### Clock nets, run 1

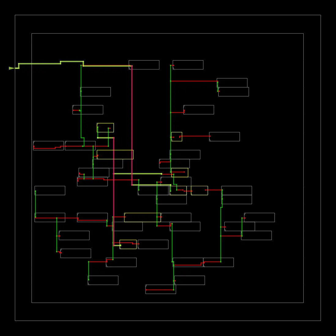
### Register map, names as in the netlist, run 1

Other sequential cells in the stronger gray, the rest of the logic in the fainter gray.
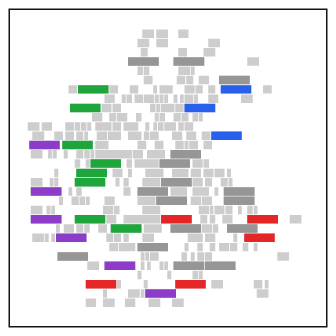
### Clock wires, drivers and flops, run 1

Bar = 20 um.
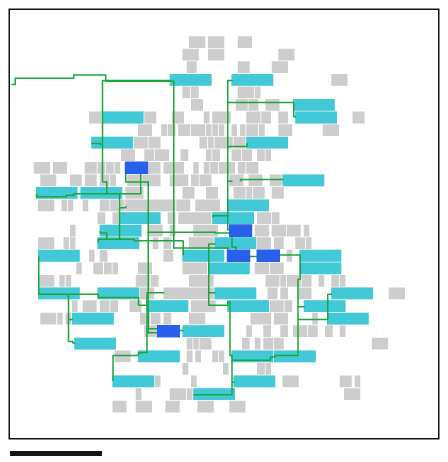
### Routed metal, one color a layer, run 1

Bar = 20 um.
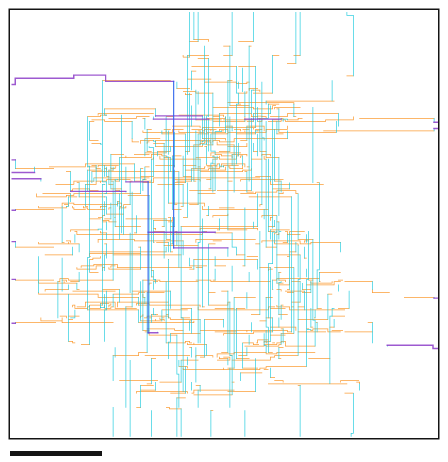
### src/rtl/prog_loader.sv
// Byte-stream program loader: receives HDR, LEN, N instruction bytes and an XOR checksum,
// writes the words into program memory and holds the core in reset until a frame verifies.
module prog_loader #(
  parameter int unsigned ADDR_W = 5,
  parameter int unsigned INS_W  = 6,
  parameter logic [7:0]  HDR    = 8'hA5
) (
  input  logic              clk,
  input  logic              Reset,
  input  logic              rx_valid,
  input  logic [7:0]        rx_data,
  output logic              rx_ready,
  input  logic              clr_err,
  output logic              pm_we,
  output logic [ADDR_W-1:0] pm_addr,
  output logic [INS_W-1:0]  pm_data,
  output logic              core_nReset,
  output logic              busy,
  output logic              loaded,
  output logic              err
);

  localparam int unsigned LenW     = ADDR_W + 1;
  localparam int unsigned MaxWords = 1 << ADDR_W;
  // Bits above the instruction field; any of them set marks a corrupt data byte.
  localparam logic [7:0]  HiMask   = 8'hFF << INS_W;

  localparam logic [2:0] StIdle = 3'd0;
  localparam logic [2:0] StLen  = 3'd1;
  localparam logic [2:0] StData = 3'd2;
  localparam logic [2:0] StCsum = 3'd3;
  localparam logic [2:0] StErr  = 3'd4;

  logic [2:0]        state_q, state_d;
  logic [LenW-1:0]   len_q, len_d;
  logic [LenW-1:0]   cnt_q, cnt_d;
  logic [LenW-1:0]   cnt_inc;
  logic [7:0]        csum_q, csum_d;
  logic              pm_we_q, pm_we_d;
  logic [ADDR_W-1:0] pm_addr_q, pm_addr_d;
  logic [INS_W-1:0]  pm_data_q, pm_data_d;
  logic              busy_q, busy_d;
  logic              err_q, err_d;
  logic              loaded_q, loaded_d;
  logic              core_nreset_q, core_nreset_d;

  logic accept;
  logic hi_bad;
  logic len_ok;

  assign rx_ready = (state_q != StErr);
  assign accept   = rx_valid & rx_ready;
  assign hi_bad   = |(rx_data & HiMask);
  assign len_ok   = (rx_data != 8'd0) && (32'(rx_data) <= MaxWords);
  assign cnt_inc  = cnt_q + LenW'(1);

  always_comb begin
    state_d       = state_q;
    len_d         = len_q;
    cnt_d         = cnt_q;
    csum_d        = csum_q;
    pm_we_d       = 1'b0;
    pm_addr_d     = pm_addr_q;
    pm_data_d     = pm_data_q;
    busy_d        = busy_q;
    err_d         = err_q;
    loaded_d      = loaded_q;
    core_nreset_d = core_nreset_q;

    case (state_q)
      StIdle: begin
        // Non-header bytes are consumed and dropped so a stray stream cannot stall the link.
        if (accept && (rx_data == HDR)) begin
          state_d       = StLen;
          core_nreset_d = 1'b0;
          loaded_d      = 1'b0;
          busy_d        = 1'b1;
        end
      end

      StLen: begin
        if (accept) begin
          if (len_ok) begin
            len_d   = LenW'(rx_data);
            cnt_d   = '0;
            csum_d  = 8'h00;
            state_d = StData;
          end else begin
            state_d = StErr;
            busy_d  = 1'b0;
            err_d   = 1'b1;
          end
        end
      end

      StData: begin
        if (accept) begin
          if (hi_bad) begin
            state_d = StErr;
            busy_d  = 1'b0;
            err_d   = 1'b1;
          end else begin
            pm_we_d   = 1'b1;
            pm_addr_d = cnt_q[ADDR_W-1:0];
            pm_data_d = rx_data[INS_W-1:0];
            csum_d    = csum_q ^ rx_data;
            cnt_d     = cnt_inc;
            if (cnt_inc == len_q) begin
              state_d = StCsum;
            end
          end
        end
      end

      StCsum: begin
        if (accept) begin
          busy_d = 1'b0;
          if (rx_data == csum_q) begin
            state_d       = StIdle;
            loaded_d      = 1'b1;
            core_nreset_d = 1'b1;
          end else begin
            state_d = StErr;
            err_d   = 1'b1;
          end
        end
      end

      StErr: begin
        if (clr_err) begin
          state_d = StIdle;
          err_d   = 1'b0;
        end
      end

      default: begin
        state_d = StIdle;
        busy_d  = 1'b0;
        err_d   = 1'b0;
      end
    endcase
  end

  always_ff @(posedge clk or posedge Reset) begin
    if (Reset) begin
      state_q       <= StIdle;
      len_q         <= '0;
      cnt_q         <= '0;
      csum_q        <= 8'h00;
      pm_we_q       <= 1'b0;
      pm_addr_q     <= '0;
      pm_data_q     <= '0;
      busy_q        <= 1'b0;
      err_q         <= 1'b0;
      loaded_q      <= 1'b0;
      core_nreset_q <= 1'b0;
    end else begin
      state_q       <= state_d;
      len_q         <= len_d;
      cnt_q         <= cnt_d;
      csum_q        <= csum_d;
      pm_we_q       <= pm_we_d;
      pm_addr_q     <= pm_addr_d;
      pm_data_q     <= pm_data_d;
      busy_q        <= busy_d;
      err_q         <= err_d;
      loaded_q      <= loaded_d;
      core_nreset_q <= core_nreset_d;
    end
  end

  assign pm_we       = pm_we_q;
  assign pm_addr     = pm_addr_q;
  assign pm_data     = pm_data_q;
  assign busy        = busy_q;
  assign err         = err_q;
  assign loaded      = loaded_q;
  assign core_nReset = core_nreset_q;

endmodule

### config.mk
export PLATFORM = sky130hd
export DESIGN_NAME = prog_loader
export DESIGN_NICKNAME = d
export VERILOG_FILES = /design/src/rtl/prog_loader.sv
export SDC_FILE = /design/constraint.sdc
export NUM_CORES = 1
export LEC_CHECK = 0
export CAP_MARGIN = 15
export CORE_MARGIN = 5
export CORE_UTILIZATION = 30
export CTS_CLUSTER_SIZE = 14
export DETAILED_ROUTE_END_ITERATION = 7
export MAX_ROUTING_LAYER = met4
export PLACE_DENSITY = 0.57
export SYNTH_ARGS = -nofsm -noshare
export SYNTH_HDL_FRONTEND = slang
export SYNTH_SLANG_ARGS = --single-unit
### constraint.sdc
create_clock -name clk -period 2.1 [get_ports clk]
set_input_delay 0.315 -clock clk [delete_from_list [all_inputs] [get_ports clk]]
set_output_delay 0.315 -clock clk [all_outputs]
set_load 0.05 [all_outputs]
==> flow report, run 1 <==
DETAILED ROUTING
--------------------------------------------------------------------------------
Tally of nets with antenna violations remaining after routing                  0
Iteration tally of the first detailed-router pass                              4
DRT Wirelength                                                           4590 um
DRC violation total after the first TritonRoute iteration                    124
Drc violations                                                                 0
Ratio of routed vias to standard cells                                      4.69

FINAL TIMING
--------------------------------------------------------------------------------
Max-slew headroom                                                          66.6%
Max-slew violation count                                                       0
Highest Clock Rate                                                       488 MHz
Post-route setup slack                                                 0.0501 ns
Setup-failing EPs final                                                        0

LOGIC SYNTHESIS
--------------------------------------------------------------------------------
Number of enable-type register cells in the synthesized netlist                0
Number of distinct library cells after synthesis                              51
Syn_area_per_cell                                                     9.66 sq um
Post-synth design cell area                                         0.00205 sq mm
Count of instantiated cells in the yosys netlist                             212
Post-synth area hogs                                                dfrtp_1 46%, nand2_1 6.8%, xnor2_1 5.6%, mux2_4 4.4%, xor2_1 3.0%
Chip area in the Yosys report                                       0.00205 sq mm
Area fraction of the dominant cell type after synthesis                    46.4%
Portion of the post-synthesis area used by sequential elements             46.4%

GRT
--------------------------------------------------------------------------------
Number of antenna violations at the first check in global routing              0
Met1 track demand over resource in global routing                          15.5%
Met3 GRT Util                                                              2.84%

POWER AND IR DROP
--------------------------------------------------------------------------------
Power density over cell area                                         992 mW/mm^2
Int Power                                                                1750 uW
Share of total power consumed by net switching                             33.1%
Switching component of the power                                          865 uW

FINAL LAYOUT
--------------------------------------------------------------------------------
Count of nets after finishing                                                268

WORST HOLD PATH
--------------------------------------------------------------------------------
Classification of the worst-slack hold path                         input pin to async pin

RUN STATUS
--------------------------------------------------------------------------------
Run status                                                          finished, final reports clean

SETUP PATH
--------------------------------------------------------------------------------
Worst r2r src                                                         state_q[1]
Req. time, crit path                                                     2.27 ns
Reg2Reg Capture Point                                                   len_q[0]
Type of element launching the critical path                            input pin
Data arrival time of the worst path                                      2.22 ns

PLACEMENT
--------------------------------------------------------------------------------
Final RePlAce weighted congestion                                          0.860
Pre-CTS setup slack                                                    -0.511 ns
Port Buffers                                                                  28

DIE
--------------------------------------------------------------------------------
Width of the die                                                         92.6 um
Fraction of the core area occupied by cells at floorplan                   30.5%
CORE AREA                                                           0.00672 sq mm

Notes on 'Clock nets' above:
Clock group: 748 uW
registers: 38

Notes on 'Register map, names as in the netlist' above:
purple -> pm_data  # placed flops 6
green -> csum_q  # placed flops 8, where west
red -> pm_addr  # placed flops 5
blue -> state_q  # placed flops 3
not colored = 16
Flop+latch power: 1020 uW
final design utilization: 39.2%
Seq area share: 36.1%

Notes on 'Clock wires, drivers and flops' above:
cyan -> flip-flops  # count 38
green -> clock wires  # length 537 um
blue -> cells driving clock nets  # count 5
routed clock nets = 6
clock network latency to the later pin of the worst-skew pair: 0.29 ns
share of total power in the clock network: 28.6%
Layout Skew: 0.00578 ns

Notes on 'Routed metal, one color a layer' above:
orange -> met1  # wire length 2190 um
cyan -> met2  # wire length 2190 um
purple -> met3  # wire length 141 um
blue -> met4  # wire length 68.7 um
vias after detailed routing: 1577
DR WL/cell: 13.7 um
GRT Util Overall: 12.1%

==> run 1: layout by cell type, fill, tap and decap left out, types with 2 or more instances in the layout <==
cell,n
inv_1,10
dfrtp_1,38
o21ai_1,5
nand2_1,37
dlygate4sd2_1,4
o21ai_0,5
xnor2_1,13
bufinv_16,2
o22ai_1,4
a31oi_1,4
nand2b_1,2
mux2_4,6
nor3_1,3
and3_1,5
a21oi_1,11
buf_4,21
nor2b_1,2
clkbuf_8,5
nor2_1,11
nand3_1,6
xor2_1,7
clkdlybuf4s50_1,23
==> run 1: worst max-delay path, cell delays in order <==
cell	delay (ns)
dlygate4sd2_1	0.26
or3_4	0.39
or4_4	0.49
a21oi_2	0.16
and3_4	0.20
buf_12	0.12
mux2_4	0.29
==> run 1: kinds of logic after synthesis <==
logic type,synth area share [%]
xor+xnor,8.55
buf+inv,7.39
mux,4.89
simple gates,18.9
compound gates,13.3
flops,46.4
fa+ha+maj,0.611
==> run 1: registers in the layout, indices dropped and copies added, names as in the netlist <==
name / flops
state_q: 3
busy: 1
core_nReset: 1
len_q: 6
err: 1
pm_we: 1
pm_addr: 5
csum_q: 8
cnt_q: 6
pm_data: 6
==> run 1: repair_timing <==
action                                 CTS  global route
setup endpoints to repair               23             0
hold buffers                             0             0
resized                                  6             0
endpoints found under the hold margin    0             0
==> run 1: layer usage <==
layer  vias up  wire length, um
met1       739             2190
met4         0               68
li1        810                -
met3         5              141
met2        23             2190
met5         -                0
==> run 1: per-stage QoR <==
step / cell area [sq um] / power, uW
floorplan: 2050 / 1640
global placement: 2490 / 1880
detailed placement: 2490 / 1890
CTS: 2640 / 2650
global route: 2640 / 2780
finish: 2640 / 2610
### I/O pins on the die edge, run 1

Pins as bars across the die edge, other pins in gray.
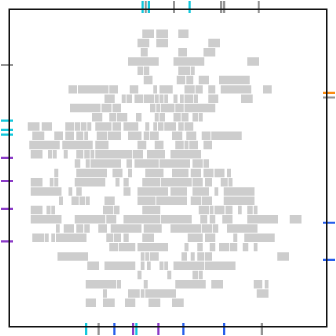

==> run 2, diff against run 1 <==
CORE_UTILIZATION = 49   (was 30)
PLACE_DENSITY = 0.82   (was 0.57)
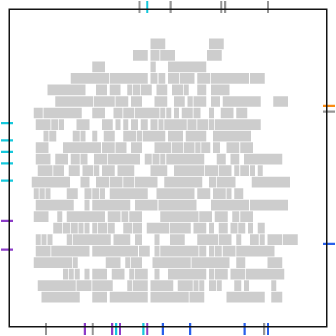
*I/O pins on the die edge, run 2*
Pins as bars across the die edge, other pins in gray.
purple -> pm_data  # pins 6, direction output, edge 4 south, 2 west
cyan -> rx_data  # pins 8, direction input, edge 5 west, 2 south, 1 north
blue -> pm_addr  # pins 5, direction output, edge 4 south, 1 east
orange -> rx_ready  # pins 1, direction output, edge east

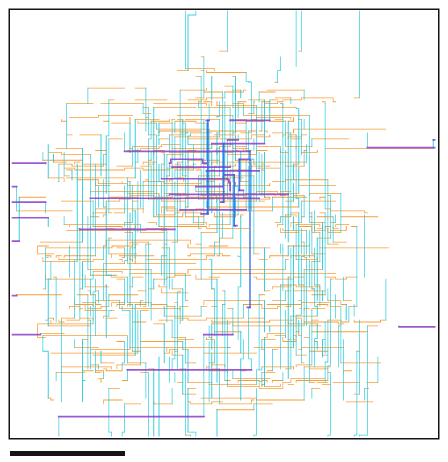
*Routed metal, one color a layer, run 2*
Bar = 20 um.
DRT Wirelength: 4800 um
GRT Util Overall: 20.5%
DR WL/cell: 15.8 um
vias after detailed routing: 1671

==> run 2 against run 1 <==
  * Synthesized cell count unchanged
  * Sequential share of layout area rose by 0.47 points
  * Area after synthesis is the same
  * Highest routed layer unchanged
  * Routed wire length increased by 4.6%
  * Non-clock buffer count down 2
  * Clock-buffer cell count did not move
  * Core utilization is 25 points higher
  * Die size down 35%
  * Sequential power barely moved
  * Largest power group unchanged
  * Combinational power increased by 3.7%
==> flow report, run 2 <==
RUN STATUS
--------------------------------------------------------------------------------
Run status                                                          finished, final reports clean

LOGIC SYNTHESIS
--------------------------------------------------------------------------------
Portion of the post-synthesis area used by sequential elements             46.4%
Prevailing post-synth register cell                                      dfrtp_1
Number of distinct library cells after synthesis                              51
Count of instantiated cells in the yosys netlist                             212
Syn_area_per_cell                                                     9.66 sq um
Post-synth design cell area                                         0.00205 sq mm
Post-synth area hogs                                                dfrtp_1 46%, nand2_1 6.8%, xnor2_1 5.6%, mux2_4 4.4%, xor2_1 3.0%
Chip area in the Yosys report                                       0.00205 sq mm

FINAL LAYOUT
--------------------------------------------------------------------------------
Flip-flop count of the largest register after layout                           8
Count of nets after finishing                                                266
Final design utilization                                                   64.6%
Fin area                                                            0.00260 sq mm
Most numerous logic cells after layout                              38 x dfrtp_1, 37 x nand2_1, 23 x clkdlybuf4s50_1, 20 x buf_4, 13 x xnor2_1
Largest Register                                                          csum_q
Seq area share                                                             36.6%
Registers                                                                     38
Leading cell type in the layout, fill and taps excluded                  dfrtp_1

SETUP PATH
--------------------------------------------------------------------------------
Data arrival time of the worst path                                      2.25 ns
Reg2Reg Capture Point                                                   len_q[3]
Critical path buffer and inverter count                                        1
Type of element launching the critical path                            input pin
Slowest cell delay on critical path                                      0.53 ns
Cell type of the slowest stage on the worst timing path                    or4_4
Worst r2r src                                                         state_q[1]
Top cell family by delay on the critical path                       simple AND/OR/NAND/NOR gates
Chain of cells forming the critical path                            dlygate4sd2_1 > or3_4 > or4_4 > a21oi_4 > and3_4 > mux2_4
Req. time, crit path                                                     2.29 ns

FINAL TIMING
--------------------------------------------------------------------------------
Layout Skew                                                            0.0106 ns
Max-slew violation count                                                       0
Setup-failing EPs final                                                        0
Max-slew headroom                                                          66.1%
Post-route setup slack                                                 0.0377 ns

DETAILED ROUTING
--------------------------------------------------------------------------------
Iteration tally of the first detailed-router pass                              4
Tally of nets with antenna violations remaining after routing                  0
Ratio of routed vias to standard cells                                      5.50
Drc violations                                                                 0
DRC violation total after the first TritonRoute iteration                     93

POWER AND IR DROP
--------------------------------------------------------------------------------
Total power draw                                                         2660 uW
Power density over cell area                                        1020 mW/mm^2

GRT
--------------------------------------------------------------------------------
Number of antenna violations at the first check in global routing              0

PLACEMENT
--------------------------------------------------------------------------------
Port Buffers                                                                  28
Placed standard-cell area                                           0.00244 sq mm
Final RePlAce weighted congestion                                          0.859

DIE
--------------------------------------------------------------------------------
Fraction of the core area occupied by cells at floorplan                   50.8%
Width of the die                                                         74.7 um

CLOCK NETWORK
--------------------------------------------------------------------------------
Clock network latency to the later pin of the worst-skew pair            0.30 ns

WORST HOLD PATH
--------------------------------------------------------------------------------
Classification of the worst-slack hold path                         input pin to async pin

==> run 2: cell counts after synthesis <==
Identical to the previous run, type by type.
==> run 2: tightest hold or removal path: stages <==
cell,delay [ns]
clkdlybuf4s50_1,0.40
inv_1,0.05
buf_4,0.39
==> run 2: report_power, final <==
group,switching [uW],internal [uW],total (uW)
Clock,270,476,746
Sequential,154,880,1030
Combinational,478,400,879
==> run 2: how the worst min path moves through the flow <==
| stage | to | slack [ns] | depth (start not counted) |
|---|---|---|---|
| 2_1_floorplan | pm_data[1] | 0.42 | 2 |
| 3_3_place_gp | pm_data[4] | 0.46 | 2 |
| 3_5_place_dp | pm_data[1] | 0.46 | 2 |
| 4_1_cts | pm_addr[3] | 0.45 | 3 |
| 5_1_grt | pm_addr[3] | 0.51 | 3 |
| 6_report | pm_addr[3] | 0.42 | 3 |
==> run 2: cells by family (layout without fill, tap and decap cells) <==
logic type	after synthesis	count (layout)	synth area share [%]
flops	38	38	46.4
mux	7	7	4.89
buf+inv	25	67	7.39
compound gates	42	42	13.3
fa+ha+maj	1	1	0.611
xor+xnor	20	20	8.55
simple gates	79	79	18.9
==> run 2: layer usage <==
| layer | up-vias | routed length (um) | global-route usage (%) |
|---|---|---|---|
| met5 | - | 0 | - |
| met4 | 0 | 68 | 6.13 |
| met3 | 10 | 264 | 4.94 |
| met2 | 53 | 2390 | 33.6 |
| met1 | 809 | 2080 | 25.2 |
| li1 | 799 | - | - |
==> run 2: what timing repair did <==
item,4_1_cts,5_1_grt
endpoints found under the setup margin,18,5
setup buffers,1,0
gates resized,6,3
pin swaps,4,2
hold buffers,0,0
Power and IR drop assume default switching activity.
